<file path="src/rtl/charge_port_scheduler_pkg.sv">
// charge_port_scheduler_pkg
// Shared constants and types for the charging-port scheduler and the
// charge controller that feeds it.
//   - port-state encoding (IDLE / WAIT / CHARGE)
//   - port count, simultaneous-power budget, remaining-time width
//   - system clock rate and the matching 1 s divider constant
package charge_port_scheduler_pkg;

   localparam int NUM_PORTS   = 4;
   localparam int PORT_W      = 2;
   localparam int MAX_ACTIVE  = 2;
   localparam int TIME_W      = 6;
   localparam int CLK_HZ      = 1000;
   localparam int NUM_DIV_1HZ = CLK_HZ;

   typedef logic [1:0] port_state_t;

   localparam port_state_t ST_IDLE   = 2'd0;
   localparam port_state_t ST_WAIT   = 2'd1;
   localparam port_state_t ST_CHARGE = 2'd2;

endpackage

</file>
<file path="src/rtl/charge_port_scheduler_if.sv">
// charge_port_scheduler_if
// Bundles the session-request, cancel, display and power signals between
// the charge controller (master) and the scheduler (slave).
//
// Handshake: req_valid is a one-cycle pulse carrying req_port/req_time.
// There is no back-pressure; the slave answers every pulse with exactly one
// registered pulse on req_accept or req_reject in the following cycle.
// cancel_valid is a one-cycle fire-and-forget pulse.
//
// Signals:
//   req_valid/req_port/req_time   new paid session
//   cancel_valid/cancel_port      abort session
//   rd_port                       port selected for readback
//   req_accept/req_reject         response pulses
//   power_en/done_pulse           per-port power switch / end-of-charge
//   active_count                  ports currently charging
//   rd_state/rd_time              state and remaining seconds of rd_port
//   state_dbg                     all port states, 2 bits per port
interface charge_port_scheduler_if;
   import charge_port_scheduler_pkg::*;

   logic                   req_valid;
   logic [PORT_W-1:0]      req_port;
   logic [TIME_W-1:0]      req_time;
   logic                   cancel_valid;
   logic [PORT_W-1:0]      cancel_port;
   logic [PORT_W-1:0]      rd_port;
   logic                   req_accept;
   logic                   req_reject;
   logic [NUM_PORTS-1:0]   power_en;
   logic [NUM_PORTS-1:0]   done_pulse;
   logic [1:0]             active_count;
   logic [1:0]             rd_state;
   logic [TIME_W-1:0]      rd_time;
   logic [2*NUM_PORTS-1:0] state_dbg;

   modport master (
      output req_valid, req_port, req_time, cancel_valid, cancel_port, rd_port,
      input  req_accept, req_reject, power_en, done_pulse, active_count,
             rd_state, rd_time, state_dbg
   );

   modport slave (
      input  req_valid, req_port, req_time, cancel_valid, cancel_port, rd_port,
      output req_accept, req_reject, power_en, done_pulse, active_count,
             rd_state, rd_time, state_dbg
   );

endinterface

</file>
<file path="src/rtl/charge_port_scheduler_tick_divider.sv">
// charge_port_scheduler_tick_divider
// Free-running divider producing a one-cycle tick every NUM_DIV clocks.
// The count runs 0..NUM_DIV-1; tick is high while the count is NUM_DIV-1.
// Ports:
//   clk    system clock
//   rst_n  synchronous reset, active-high; clears the count
//   tick   one-cycle pulse
module charge_port_scheduler_tick_divider #(
   parameter int NUM_DIV = 1000
) (
   input  logic clk,
   input  logic rst_n,
   output logic tick
);

   localparam int CW = (NUM_DIV > 1) ? $clog2(NUM_DIV) : 1;
   localparam logic [CW-1:0] LAST = CW'(NUM_DIV - 1);

   logic [CW-1:0] cnt;

   always_ff @(posedge clk) begin
      if (rst_n) begin
         cnt <= '0;
      end else if (cnt == LAST) begin
         cnt <= '0;
      end else begin
         cnt <= cnt + CW'(1);
      end
   end

   assign tick = (cnt == LAST);

endmodule

</file>
<file path="src/rtl/charge_port_scheduler.sv">
// charge_port_scheduler
// Queues paid charging sessions, powers at most MAX_ACTIVE ports at once in
// round-robin order, counts each active session down at 1 Hz and reports
// per-port status.
// Ports:
//   clk    system clock (CLK_HZ)
//   rst_n  synchronous reset, active-high despite the name
//   bus    charge_port_scheduler_if.slave (requests, cancels, status)
module charge_port_scheduler
   import charge_port_scheduler_pkg::*;
#(
   parameter int NUM_DIV = NUM_DIV_1HZ
) (
   input  logic                     clk,
   input  logic                     rst_n,
   charge_port_scheduler_if.slave   bus
);

   localparam logic [2:0] MAX_ACT = 3'(MAX_ACTIVE);

   port_state_t          st_q [NUM_PORTS];
   port_state_t          st_d [NUM_PORTS];
   logic [TIME_W-1:0]    tm_q [NUM_PORTS];
   logic [TIME_W-1:0]    tm_d [NUM_PORTS];
   logic [PORT_W-1:0]    ptr_q;
   logic [PORT_W-1:0]    ptr_d;
   logic [NUM_PORTS-1:0] done_q;
   logic [NUM_PORTS-1:0] done_d;
   logic                 acc_q;
   logic                 rej_q;

   logic                 tick;
   logic                 accept;
   logic [NUM_PORTS-1:0] charging;
   logic [NUM_PORTS-1:0] waiting;
   logic [NUM_PORTS-1:0] cancel_hit;
   logic [NUM_PORTS-1:0] eligible;
   logic [2:0]           n_charge;
   logic                 grant_vld;
   logic [PORT_W-1:0]    grant_idx;
   logic [PORT_W-1:0]    idx;

   charge_port_scheduler_tick_divider #(.NUM_DIV(NUM_DIV)) u_tick (
      .clk   (clk),
      .rst_n (rst_n),
      .tick  (tick)
   );

   // Start-of-cycle classification; a cancel only matters on a busy port.
   always_comb begin
      charging   = '0;
      waiting    = '0;
      cancel_hit = '0;
      eligible   = '0;
      n_charge   = '0;
      for (int i = 0; i < NUM_PORTS; i++) begin
         charging[i]   = (st_q[i] == ST_CHARGE);
         waiting[i]    = (st_q[i] == ST_WAIT);
         cancel_hit[i] = bus.cancel_valid && (bus.cancel_port == PORT_W'(i)) &&
                         (st_q[i] != ST_IDLE);
         // A port being cancelled this cycle must not consume the grant.
         eligible[i]   = waiting[i] && !cancel_hit[i];
         n_charge      = n_charge + {2'b00, charging[i]};
      end
   end

   // A cancel aimed at the requested port blocks the request even when that
   // port is idle (the cancel itself is then a no-op).
   always_comb begin
      accept = bus.req_valid && (st_q[bus.req_port] == ST_IDLE) &&
               (bus.req_time != '0) &&
               !(bus.cancel_valid && (bus.cancel_port == bus.req_port));
   end

   // Round-robin search from the pointer; index wraps naturally because
   // NUM_PORTS is a power of two. Slots freed this cycle are not yet seen.
   always_comb begin
      grant_vld = 1'b0;
      grant_idx = '0;
      idx       = '0;
      for (int k = 0; k < NUM_PORTS; k++) begin
         idx = ptr_q + PORT_W'(k);
         if (!grant_vld && eligible[idx]) begin
            grant_vld = 1'b1;
            grant_idx = idx;
         end
      end
      if (n_charge >= MAX_ACT) begin
         grant_vld = 1'b0;
      end
      ptr_d = grant_vld ? (grant_idx + PORT_W'(1)) : ptr_q;
   end

   // Per-port next state; priority: cancel > countdown > grant > request.
   always_comb begin
      done_d = '0;
      for (int i = 0; i < NUM_PORTS; i++) begin
         st_d[i] = st_q[i];
         tm_d[i] = tm_q[i];
         if (cancel_hit[i]) begin
            st_d[i] = ST_IDLE;
            tm_d[i] = '0;
         end else if (charging[i]) begin
            if (tick && (tm_q[i] != '0)) begin
               tm_d[i] = tm_q[i] - TIME_W'(1);
               if (tm_q[i] == TIME_W'(1)) begin
                  st_d[i]   = ST_IDLE;
                  done_d[i] = 1'b1;
               end
            end
         end else if (waiting[i]) begin
            if (grant_vld && (grant_idx == PORT_W'(i))) begin
               st_d[i] = ST_CHARGE;
            end
         end else if (st_q[i] != ST_IDLE) begin
            // Unused encoding: recover to a clean idle port.
            st_d[i] = ST_IDLE;
            tm_d[i] = '0;
         end else if (accept && (bus.req_port == PORT_W'(i))) begin
            st_d[i] = ST_WAIT;
            tm_d[i] = bus.req_time;
         end
      end
   end

   always_ff @(posedge clk) begin
      if (rst_n) begin
         for (int i = 0; i < NUM_PORTS; i++) begin
            st_q[i] <= ST_IDLE;
            tm_q[i] <= '0;
         end
         ptr_q  <= '0;
         done_q <= '0;
         acc_q  <= 1'b0;
         rej_q  <= 1'b0;
      end else begin
         for (int i = 0; i < NUM_PORTS; i++) begin
            st_q[i] <= st_d[i];
            tm_q[i] <= tm_d[i];
         end
         ptr_q  <= ptr_d;
         done_q <= done_d;
         acc_q  <= accept;
         rej_q  <= bus.req_valid && !accept;
      end
   end

   always_comb begin
      bus.state_dbg = '0;
      for (int i = 0; i < NUM_PORTS; i++) begin
         bus.state_dbg[2*i +: 2] = st_q[i];
      end
   end

   assign bus.req_accept   = acc_q;
   assign bus.req_reject   = rej_q;
   assign bus.power_en     = charging;
   assign bus.done_pulse   = done_q;
   assign bus.active_count = n_charge[1:0];
   assign bus.rd_state     = st_q[bus.rd_port];
   assign bus.rd_time      = tm_q[bus.rd_port];

endmodule

</file>
<file path="src/flat_wrapper.sv">
// flat-port wrapper written by rule: the top's interface ports become plain ports
module charge_port_scheduler_flat import charge_port_scheduler_pkg::*;
#(
   parameter int NUM_DIV = NUM_DIV_1HZ
)
  (clk, rst_n, bus_req_valid, bus_req_port, bus_req_time, bus_cancel_valid, bus_cancel_port, bus_rd_port, bus_req_accept, bus_req_reject, bus_power_en, bus_done_pulse, bus_active_count, bus_rd_state, bus_rd_time, bus_state_dbg);
  charge_port_scheduler_if bus_i ();
  input  logic clk;
  input  logic rst_n;
  input wire logic [$bits(bus_i.req_valid)-1:0] bus_req_valid;
  input wire logic [$bits(bus_i.req_port)-1:0] bus_req_port;
  input wire logic [$bits(bus_i.req_time)-1:0] bus_req_time;
  input wire logic [$bits(bus_i.cancel_valid)-1:0] bus_cancel_valid;
  input wire logic [$bits(bus_i.cancel_port)-1:0] bus_cancel_port;
  input wire logic [$bits(bus_i.rd_port)-1:0] bus_rd_port;
  output wire logic [$bits(bus_i.req_accept)-1:0] bus_req_accept;
  output wire logic [$bits(bus_i.req_reject)-1:0] bus_req_reject;
  output wire logic [$bits(bus_i.power_en)-1:0] bus_power_en;
  output wire logic [$bits(bus_i.done_pulse)-1:0] bus_done_pulse;
  output wire logic [$bits(bus_i.active_count)-1:0] bus_active_count;
  output wire logic [$bits(bus_i.rd_state)-1:0] bus_rd_state;
  output wire logic [$bits(bus_i.rd_time)-1:0] bus_rd_time;
  output wire logic [$bits(bus_i.state_dbg)-1:0] bus_state_dbg;
  assign bus_i.req_valid = bus_req_valid;
  assign bus_i.req_port = bus_req_port;
  assign bus_i.req_time = bus_req_time;
  assign bus_i.cancel_valid = bus_cancel_valid;
  assign bus_i.cancel_port = bus_cancel_port;
  assign bus_i.rd_port = bus_rd_port;
  assign bus_req_accept = bus_i.req_accept;
  assign bus_req_reject = bus_i.req_reject;
  assign bus_power_en = bus_i.power_en;
  assign bus_done_pulse = bus_i.done_pulse;
  assign bus_active_count = bus_i.active_count;
  assign bus_rd_state = bus_i.rd_state;
  assign bus_rd_time = bus_i.rd_time;
  assign bus_state_dbg = bus_i.state_dbg;
  charge_port_scheduler #(.NUM_DIV(NUM_DIV)) u_core (.clk(clk), .rst_n(rst_n), .bus(bus_i));
endmodule
</file>
<file path="config.mk">
export PLATFORM = sky130hd
export DESIGN_NAME = charge_port_scheduler_flat
export DESIGN_NICKNAME = d
export VERILOG_FILES = /design/src/rtl/charge_port_scheduler_pkg.sv /design/src/rtl/charge_port_scheduler_if.sv /design/src/rtl/charge_port_scheduler_tick_divider.sv /design/src/rtl/charge_port_scheduler.sv /design/src/flat_wrapper.sv
export SDC_FILE = /design/constraint.sdc
export NUM_CORES = 1
export LEC_CHECK = 0
export ABC_AREA = 1
export CAP_MARGIN = 25
export CORE_MARGIN = 1
export CORE_UTILIZATION = 30
export DETAILED_ROUTE_END_ITERATION = 6
export DONT_BUFFER_PORTS = 1
export SLEW_MARGIN = 10
export SYNTH_ARGS = -nofsm -noshare
export SYNTH_HDL_FRONTEND = slang
export SYNTH_SLANG_ARGS = --single-unit
</file>
<file path="constraint.sdc">
create_clock -name clk -period 4.7 [get_ports clk]
set_input_delay 1.41 -clock clk [delete_from_list [all_inputs] [get_ports clk]]
set_output_delay 1.41 -clock clk [all_outputs]
set_load 0.05 [all_outputs]
</file>
Figure 1. Placement by cell class (run 1).
Scale bar: 20 um. Fill, decap, tap and diode cells in gray.
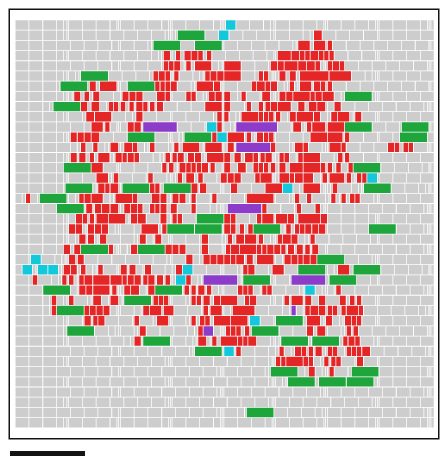
| color | class | cells | share of their area |
|---|---|---|---|
| cyan | remaining buffers and delay cells | 15 | 2.8% |
| green | registers | 50 | 25% |
| purple | clock drivers and dummy loads | 8 | 4.2% |
| red | remaining logic cells | 503 | 68% |

Figure 2. Wiring heat map (run 1).
23 x 23 tiles, from black (low) to pale yellow (high), scaled to the fullest tile. Values are wire area over tile area, all layers added.
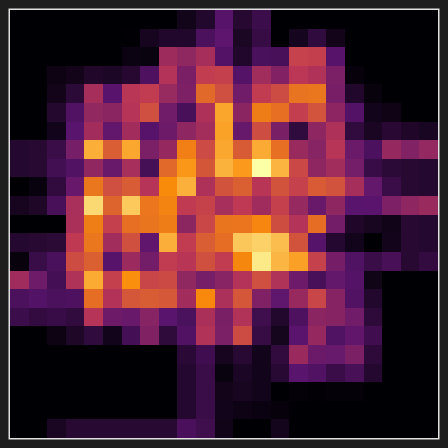
densest ninth of the die: middle
tiles over half the peak: 19%
nearly empty tiles: 28%
mean over tiles: 0.14
fullest tile: 0.55

Figure 3. Placed standard cells (run 1).
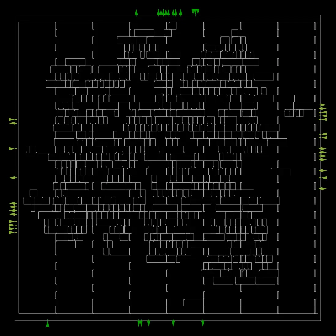
num rows: 40
fillcell total: 1281

==> Changelog: implementation, run 1 <==
### Changed

- Outcome: completed
- Chip area: 13000 um^2
- Buffering overhead: 2.67%
- Mux area share: 0%
- WP depth: 6
- Final tally of hold violations: 0
- Commonest flop: dfxtp_1
- Non-clock buffer total of the final layout: 15
- WL per Instance: 14.5 um
- Worst Setup EP: bus_active_count[1]
- Post-synth EDFFs: 0
- Die extent in x: 114 um
- Largest register FFs: 24
- Seq/Total Area, Yosys: 26.5%
- Layout cell share with drive strength beyond 1: 11.6%
- Via density: 4.90
- Starting Density: 31.0%
- Clock Path Buffers: 2
- Initial antenna violation count: 0
- First-pass detailed-route iteration total: 4
- Final Slew Violations: 0
- Die H: 114 um
- Synth top area share: 26.5%
- CTS buffer count: 5
- # Cells Yosys: 562
- # Taps: 168
- Leakage: 1.83 nW
- Avg Inst Size Synth: 6.72 um^2
- Syn Inst Count: 562
- R2R Setup Slk: 1230 ps
- Worst slew pin tran: 792 ps
- Port-buffer cells: 0
- Crit path max-delay family: adder cells
- Worst path cell trace: inv_1, ha_1, ha_1, fa_1, inv_1, ha_1
- Most frequent CP cell: ha_1
- Synth top cell by count: inv_1
- Yosys cell types: 38
- Top cells excl fill/tap: 87 x inv_1, 84 x nand2_1, 59 x a21oi_1
- Top flop regs: u_core.tm_q x24, u_core.u_tick.cnt x10, u_core.st_q x8
- Top cell excl fill/tap: inv_1
- Critical R2R Launch: u_core.st_q[2][1]$_SDFFE_PP0P_
- Worst Hold Launch: u_core.u_tick.cnt[0]$_SDFF_PP0_
- Dominant kind of combinational cell: simple AND/OR/NAND/NOR gates
- Iteration-0 DRC Markers: 228
- Yosys chip area: 3770 um^2
- Hold endpoint: u_core.u_tick.cnt[0]$_SDFF_PP0_
- HPWL Detailed: 8.52 mm
- Reg2reg end: u_core.st_q[0][1]$_SDFFE_PP0P_
- Adders+Majority by Area: 10.8%
- RSZ-0062 raised after global routing: no
- Remaining antenna violation count after routing: 0
- Hold buffers post-CTS: 0
- Clk ins delay skew pair: 300 ps
- Largest stage delay, worst path: 770 ps
- Core ar.: 12200 um^2
- Vias: 3642
- Critical Path Start Type: flop
- First-pass GRT wire length: 17.1 mm
- Crit. End Element: output port
- Vias in the first global route: 3440
- Maximum vdd drop: 0.308 mV
- Final wirelength: 10.8 mm
- Simple-gate share of the synthesized area: 27.3%
- Fmax: 0.246 GHz
- GPL Wtd Cong: 0.884
- CTS tree: built
- Antenna cells: 0
- Largest net degree at the start of global routing: 25
- Max Cap Viol: 0
- Setup TNS: 0 ps
- Crit path max fanout: 7
- Hold Crit Class: reg2reg
- Post-Route Skew: 12.5 ps
- Post-CTS resize count: 0
- Fraction of area in multi-input gates: 56.2%
- Bufs and invs on worst path: 2
## run 1: where the power goes
group          leakage, nW  internal, mW  switching, mW
sequential           0.411         0.565          0.219
clock               0.0771         0.252          0.175
combinational         1.34         0.707           1.36
## run 1: layer usage
layer / GRT usage [%] / routed length (um) / up-vias
met3: 4.02 / 895 / 22
met4: 6.41 / 333 / 0
li1: - / - / 1884
met2: 27.5 / 4760 / 99
met1: 21.8 / 4770 / 1637
met5: 0 / 0 / -
## run 1: through the flow
stage,setup WS [ps],cell area (um^2),hold WS (ps),cells,power [mW]
finish,627,4220,448,744,3.28
global route,508,4220,469,744,3.58
CTS,600,4220,452,744,3.28
detailed placement,850,4050,435,736,2.84
global placement,914,4050,429,736,2.81
floorplan,344,3770,418,562,2.44
Figure 4. Metal 1 (run 1).
Supply wires on this layer in gray.
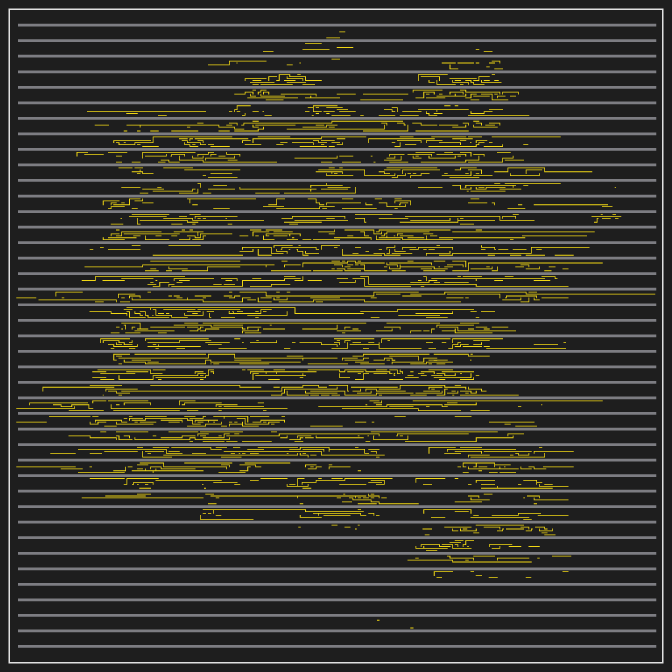

==> run 1 -> run 2 <==
--- a/config.mk
+++ b/config.mk
@@ -8,7 +8,8 @@
 export ABC_AREA = 1
 export CAP_MARGIN = 25
 export CORE_MARGIN = 1
-export CORE_UTILIZATION = 30
+export CORE_UTILIZATION = 50
+export CTS_CLUSTER_DIAMETER = 100
 export DETAILED_ROUTE_END_ITERATION = 6
 export DONT_BUFFER_PORTS = 1
 export SLEW_MARGIN = 10
Figure 5. Metal 1 (run 2).
Supply wires on this layer in gray.
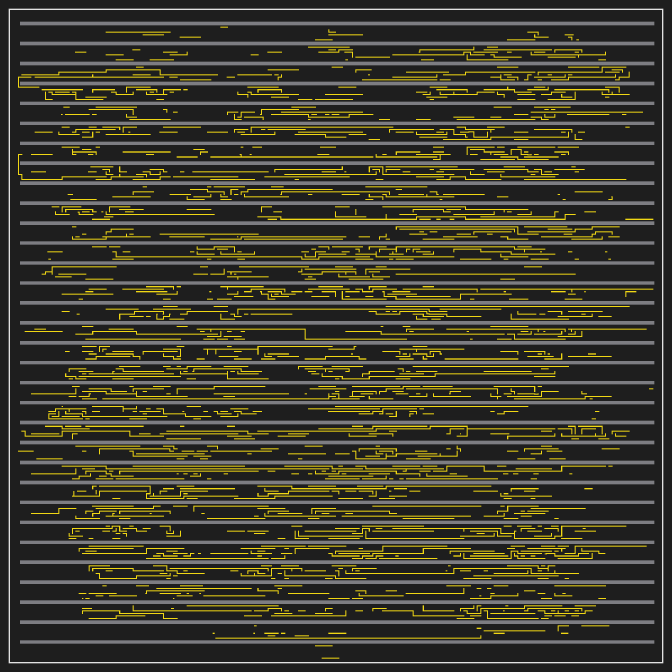
longest straight run: 36.1 um
wire length on this layer: 4710 um

==> run 2 against run 1 <==
Critical path depth unchanged. Die size is 39% lower. Critical endpoint unchanged. Clock skew down 8.3 ps. Routed wire length is 5.5% lower. Largest power group unchanged. Sequential share of layout area grew 1.0 points. Via count rose by 0.99%. Utilization increased by 21 points. Final cell count is 9.4% lower.
==> Changelog: implementation, run 2 <==
### Changed

- Clk pwr share: 8.1% (-4.9 points)
- Final tally of hold violations: 0 (unchanged)
- Int Power: 1.38 mW (-9.8%)
- Top cells excl fill/tap: 87 x inv_1, 84 x nand2_1, 59 x a21oi_1
- Design area: 4040 um^2 (-4.1%)
- Adders+Majority by Area: 10.8% (unchanged)
- Reg2reg end: u_core.st_q[0][1]$_SDFFE_PP0P_
- Worst slew pin tran: 715 ps (-77.5 ps)
- WL met1: 4.71 mm (-1.3%)
- M3 GR Usage: 4.43% (+0.41 points)
- Crit path max fanout: 7 (unchanged)
- Syn Inst Count: 562 (unchanged)
- Seq/Total Area, Yosys: 26.5% (unchanged)
- Critical Path Start Type: flop
- Final Slew Violations: 0 (unchanged)
- Iteration-0 DRC Markers: 165 (-28%)
- Post-Route Skew: 4.19 ps (-8.31 ps)
- P_seq: 0.775 mW (-1%)
- Max Used Layer: met4
- Clock Path Buffers: 2 (unchanged)
- Commonest flop: dfxtp_1
- Die extent in x: 88.9 um (-22%)
- Vias in the first global route: 3405 (-1.0%)
- GPL Wtd Cong: 0.901 (+1.9%)
- Initial antenna violation count: 0 (unchanged)
- Critical R2R Launch: u_core.st_q[2][1]$_SDFFE_PP0P_
- Comb pwr share: 67.0% (+4.0 points)
- Maximum vdd drop: 0.290 mV (-5.8%)
- Simple-gate share of the synthesized area: 27.3% (unchanged)
- P_sw: 1.73 mW (-1.2%)
- Placed cell areas: 3960 um^2 (-2.1%)
- Starting Density: 51.8% (+21 points)
- Power Combinational: 2.08 mW (about the same)
- Met3 WL: 453 um (-49%)
- Crit. End Element: output port
- CTS tree: built
- Busiest layer in global routing: met2
- Top cell excl fill/tap: inv_1
- Global-route track usage on met2: 45.9% (+18 points)
- Max Cap Viol: 0 (unchanged)
- Num rows: 31 (-23%)
- Antenna cells: 0 (unchanged)
- Worst Setup EP: bus_active_count[1]
- Yosys chip area: 3770 um^2 (unchanged)
- Vias: 3678 (+0.99%)
- Met2 WL: 4.82 mm (+1.1%)
- First-pass GRT wire length: 16.6 mm (-2.7%)
- Setup TNS: 0 ps (unchanged)
- Switching Fraction: 55.7% (+2.3 points)
- HPWL Detailed: 8.11 mm (-4.8%)
- Core ar.: 7290 um^2 (-40%)
- Layout cell share with drive strength beyond 1: 11.5% (-0.15 points)
- Outcome: completed
- CTS buffer count: 5 (unchanged)
- # Cells Yosys: 562 (unchanged)
- First-pass detailed-route iteration total: 4 (unchanged)
- Hold Crit Class: reg2reg
- Post-CTS resize count: 0 (unchanged)
- Leading power group: combinational cells
- WL per Instance: 15.1 um (+4.3%)
- Final wirelength: 10.2 mm (-5.5%)
- Mux area share: 0% (unchanged)
- Hold buffers post-CTS: 0 (unchanged)
- Top flop regs: u_core.tm_q x24, u_core.u_tick.cnt x10, u_core.st_q x8
- Leakage: 1.79 nW (-2.2%)
- Largest register FFs: 24 (unchanged)
- Post-synth EDFFs: 0 (unchanged)
- RSZ-0062 raised after global routing: no
- Largest net degree at the start of global routing: 25 (unchanged)
- Avg Inst Size Synth: 6.72 um^2 (unchanged)
Figure 6. Wiring heat map (run 2).
18 x 18 tiles, from black (low) to pale yellow (high), scaled to the fullest tile. Values are wire area over tile area, all layers added.
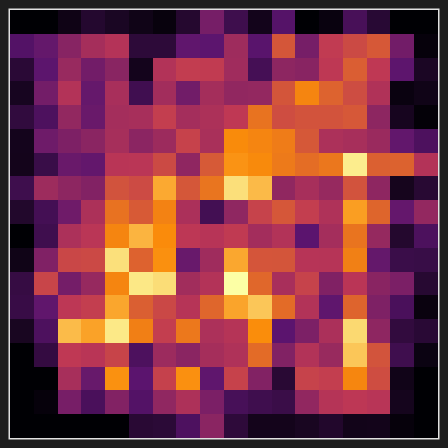
fullest tile: 0.52
densest ninth of the die: middle
tiles over half the peak: 32%
mean over tiles: 0.20
emptiest ninth of the die: top left

## run 2: cell counts after synthesis
Identical to the previous run, type by type.
## run 2: final cells by class
class | instances | area share (%)
multi-input cells | 408 | 58.6
clock buffers | 6 | 1.79
clock inverters | 1 | 0.186
repair buffers | 15 | 2.78
flip-flops and latches | 50 | 24.8
inverters | 95 | 8.82
well taps | 99 | 3.06
## run 2: through the flow
step	hold WS (ps)	setup WS [ps]	power, mW	instances	util [%]
floorplan	418	344	2.44	562	-
global placement	435	907	2.82	667	54.4
detailed placement	437	862	2.85	667	54.4
CTS	458	658	3.10	674	55.5
global route	501	560	3.41	674	55.5
finish	454	648	3.11	674	55.5
## run 2: worst max-delay path: stages, from the launching register on
cell	delay, ps
dfxtp_1	790
inv_1	150
ha_1	260
ha_1	310
fa_1	360
inv_1	60
ha_1	400
Power figures rest on the tool's default switching activity, not on a simulated workload.
